==> images/cell_classes.png <==
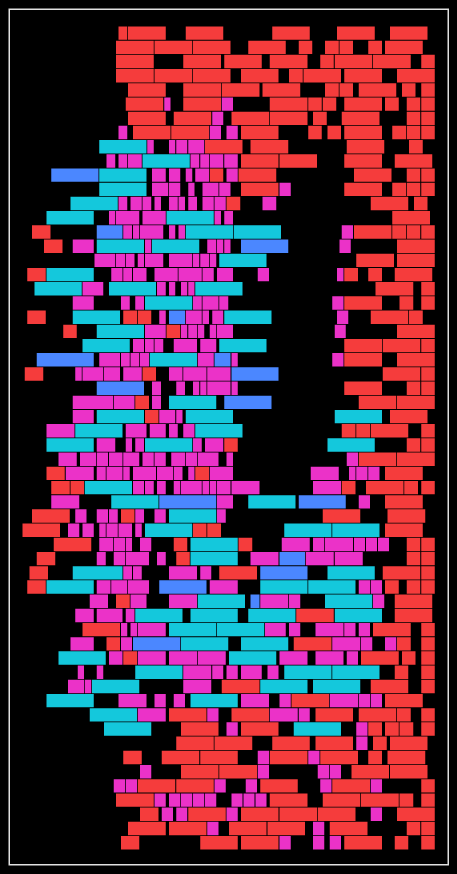
==> images/clock_map.png <==
The bar under the picture is 20 um long.
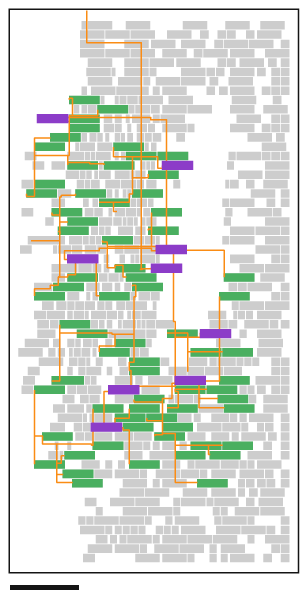
==> images/registers.png <==
Other sequential cells in the stronger gray, the rest of the logic in the fainter gray.
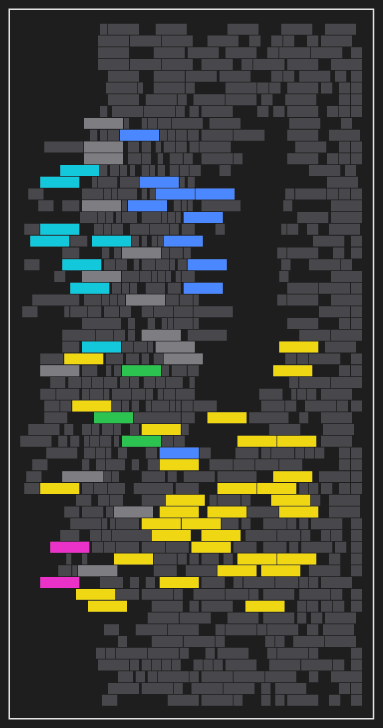
Design sram_loader, sky130hd; sources not shown.
==> notes.md <==
Implementation numbers.

- The number of max-slew violations in the final report is 0.
- Setup repair after global routing left no endpoint under its margin.
- The met3 wire length is 957 um.
- The via count is 4028.
- The first routing iteration left 214 violations.
- The combinational-cell power consumption is 2.54 mW.
- The final timing report derives a shortest allowable period of 2.85 ns.
- The net switching power of the design is 2.19 mW.
- The worst max-slew margin expressed relative to the limit is 66.2%.
- Summed over its instances, the top area cell type makes up 33.4% of the synthesized netlist area.
- The final setup slack of the worst path is 0.150 ns.
- The post-CTS hold buffer count recorded in the log is 0.
- In this run the full chip footprint comes out at 0.0137 mm^2.
- Summed over all failing endpoints, the final setup total negative slack is 0 ns.
- The average cell area after synthesis is 9.73 um^2.
- The dominant cell type by area after synthesis is dfrtp_1.
- Yosys reported a register bit count of 69.
- The number of global-route vias before repair is 4075.
- After detailed routing, the number of remaining DRC violations is 0.
- The total I/O pin count is 231.
- No sink is reached through more buffers than the 2 on the longest clock path.
- The number of antenna violations at the first check in global routing is 0.
- The register-to-register path setup slack is 0.15 ns.
- After synthesis, the share of flip-flops with an asynchronous set or reset is 100%.
- Looking at the clock tree report, the root buffer type is clkbuf_16.
- The half-perimeter wire length after placement is 11300 um.
- The final antenna diode count is 0.
- The synthesis-to-finish area growth is 60.2%.
- The most instantiated logic cell after routing is buf_12.
- The final weighted congestion of routability-driven global placement is 0.854.
- The worst reg-to-reg path cell count is 10.
- TritonCTS reports the number of clock sinks as 69.
- OpenSTA, run right after detailed placement, puts the worst setup slack at -0.0392 ns.
- The register area share after synthesis is 33.9%.
- The count of nets left with antenna violations once routing finished came out at 0.
- The flip-flop count of the largest register, all copies and words added is 32.
- The total CTS buffers is 9.
- The synthesized chip area reported by yosys is 0.00509 mm^2.
- The synthesized netlist was found by Yosys to have 523 cells.
- The top metal layer carrying routed signals is met4.
- In this run, synthesis inferred 0 flip-flops with an integrated enable.
- The script logs the ratio of routed vias to standard cells as 5.11.
- The floorplan step set the die width to 83.8 um.
- The worst setup path is launched from a flop.
- The met1 layer wirelength in the final routing is 4760 um.
- The count of buffers added on input and output ports is 230.
- The net count of the finished layout is 656.
- The met1 track demand over resource in global routing is 21.1%.
- Global route summary, busiest routing layer listed as met2.
- The post-layout period usage of the worst path is 95.0%.
- The first global-routing pass estimated 22300 um of wire.
- The maximum clock rate is 351 MHz.
- Clock-pin slew was measured on the worst setup and hold paths at 0.06 ns.
- The total length of routed wires is 14500 um.
- The highest supply drop recorded on VDD is 0.504 mV.
- For met2 alone, demand over resource in global routing was 39.1%.
- Fill cells in the final layout number 864.
- Hold is met by 0.425 ns.
- The type of the tightest min-delay check is input port to async pin.
- The count of max-cap constraint violations is 0.
- Global routing used 20.6% of the available tracks.
- The top cell types in the final layout, fill and taps aside, are buf_12 (138), buf_4 (104), and2_1 (83), dfrtp_1 (68), mux2_4 (30).
- In the power breakdown, the biggest contributor is combinational logic.
- The overall power of the completed layout is 5.40 mW.
- Endpoints failing hold in the final report were tallied at 0.
- The global routing report lists met3 layer usage as 4.35%.
- Per the CTS log, the maximum H-tree level is 3.
- The number of warnings reported in the yosys synthesis log is 6.
- Among all flip-flop cells after synthesis, the most frequent one is dfrtp_1.
- The number of optimization iterations in the first detailed-route pass is 5.
- Across all stage logs, warnings added up to 26.
- The cell leakage power is 3.61 nW.
- Per the finish-stage timing summary, setup violations number 0.
- The routed length on met2 is 8320 um.
- The finished layout holds 789 standard cells, fillers aside.
- The flow ran to the end, and the final reports show no timing, DRC or antenna violations.
- After synthesis, the cell types taking the most area are dfrtp_1 (33%), buf_4 (20%), and2_1 (11%).
- STA classifies the critical path endpoint as an output pin.
- The floorplan utilization is 40.8%.
- Entering global routing, the biggest net connects 70 pins.
- The transition time at the pin with the least slew margin is 0.506 ns.
- In this run, flip-flops and latches consume 31.2% of the power.
- The cell area that synthesis handed to floorplanning was 0.00509 mm^2.
- The path type of the worst setup path is flop to output pin.
- The clock tree from TritonCTS is built.
- Detailed placement reports a standard cell area of 0.00778 mm^2.
- The total power divided by cell area is 661 mW/mm^2.
- The power report lists cell-internal power as 3.20 mW.
- The total nets after synthesis is 545.
- The height of the die is 164 um.
- The required time of the worst setup path is 2.25 ns.
- The global route total overflow is 0.
- The report shows a maximum critical-path fanout of 21.
- The arrival time at the worst endpoint is 2.10 ns.
- The script logs the mean routed wire length per placed instance as 18.3 um.
- The number of distinct library cells after synthesis is 52.
- The post-synthesis instance total is 523.
- Combinational logic burns 47.1% of the power.
- After detailed placement, the design holds a cell count of 771.
- The net switching fraction of the power is 40.6%.
- The layout summary lists the proportion of cells stronger than drive strength 1 as 49.9%.
Notes on cell_classes.png above:
legend:
  red:
    class: other buffers and delay cells
    cells: 256
    share_of_their_area: 46%
  magenta:
    class: all other logic
    cells: 298
    share_of_their_area: 28%
  blue:
    class: clock drivers and dummy loads
    cells: 16
    share_of_their_area: 4.2%
  cyan:
    class: flip-flops
    cells: 69
    share_of_their_area: 22%
post-route cell area: 0.00816 mm^2
core area: 0.0125 mm^2
count of standard-cell rows: 58
core occupancy in the finished layout: 65.4%
fraction of area in registers: 21.2%

Notes on clock_map.png above:
legend:
  green:
    item: flip-flops
    count: 69
  purple:
    item: cells driving clock nets
    count: 9
  orange:
    item: clock wires
    length: 954 um
routed clock nets: 10
clock group total power: 1.17 mW
proportion of power drawn by the clock network: 21.7%
clk_skew: 0.00456 ns
Skew-Pair Late Insertion Delay: 0.33 ns

Notes on registers.png above:
legend:
  blue:
    signal: idx
    flops: 10
  yellow:
    signal: u_packer/lanes
    flops: 32
  green:
    signal: state
    flops: 3
  cyan:
    signal: len_lo
    flops: 8
  magenta:
    signal: u_packer/cnt
    flops: 2
not colored: 14
Seq group: 1.68 mW
sequential cell area: 0.00173 mm^2

-- logic make-up (layout without fill, tap and decap cells) --
family | count (synthesis) | after routing | share of synthesized area (%)
AOI/OAI and AO/OA | 45 | 45 | 5.68
xor gates and xnor gates | 8 | 8 | 1.38
buffers and inverters | 170 | 285 | 23.9
DFF | 69 | 69 | 33.9
adders and majority gates | 11 | 11 | 2.70
and+or+nand+nor | 175 | 176 | 20.3
muxes | 45 | 45 | 12.1
-- final cells by class --
cell class / count / area, um^2 / area share [%]
inverters: 13 / 48.8 / 0.598
clock inverters: 5 / 82.6 / 1.01
flip-flops and latches: 69 / 1730 / 21.2
repair buffers: 256 / 3680 / 45.1
well taps: 150 / 188 / 2.30
multi-input cells: 285 / 2180 / 26.7
clock buffers: 11 / 253 / 3.10
-- synth_stat cells (2+ instances only) --
cell       count
inv_1         13
buf_4        135
a31o_2         2
nor3_1         5
buf_2          6
and2_1        87
nor4_1         2
clkbuf_1      11
a31oi_1        3
nand4_1        3
mux2_4        30
and3_1         4
or3_1          3
o2bb2ai_1      2
xnor2_1        8
nand4b_1       2
nand3_1       15
nand2_1       24
nor2_1        14
buf_6          2
nand2b_1       3
mux2i_1        3
or4b_1         2
dfrtp_1       68
a21oi_1        4
o21ai_0       21
mux2_2        11
buf_12         3
a211oi_1       3
ha_1          11
nand3b_1       2
-- worst max-delay path, cell delays in order (launching register included) --
cell and delay (ns):
dfrtp_1 0.51, nor2_4 0.20, nand2_1 0.17, nor2_4 0.24, buf_4 0.27, and2_1 0.23, buf_12 0.15
-- timing repair --
action / 4_1_cts / 5_1_grt
setup endpoints to repair: 125 / 157
pin swaps: 0 / 2
gates cloned: 0 / 1
setup buffers: 0 / 1
gates resized: 7 / 2
Power figures rest on the tool's default switching activity, not on a simulated workload.
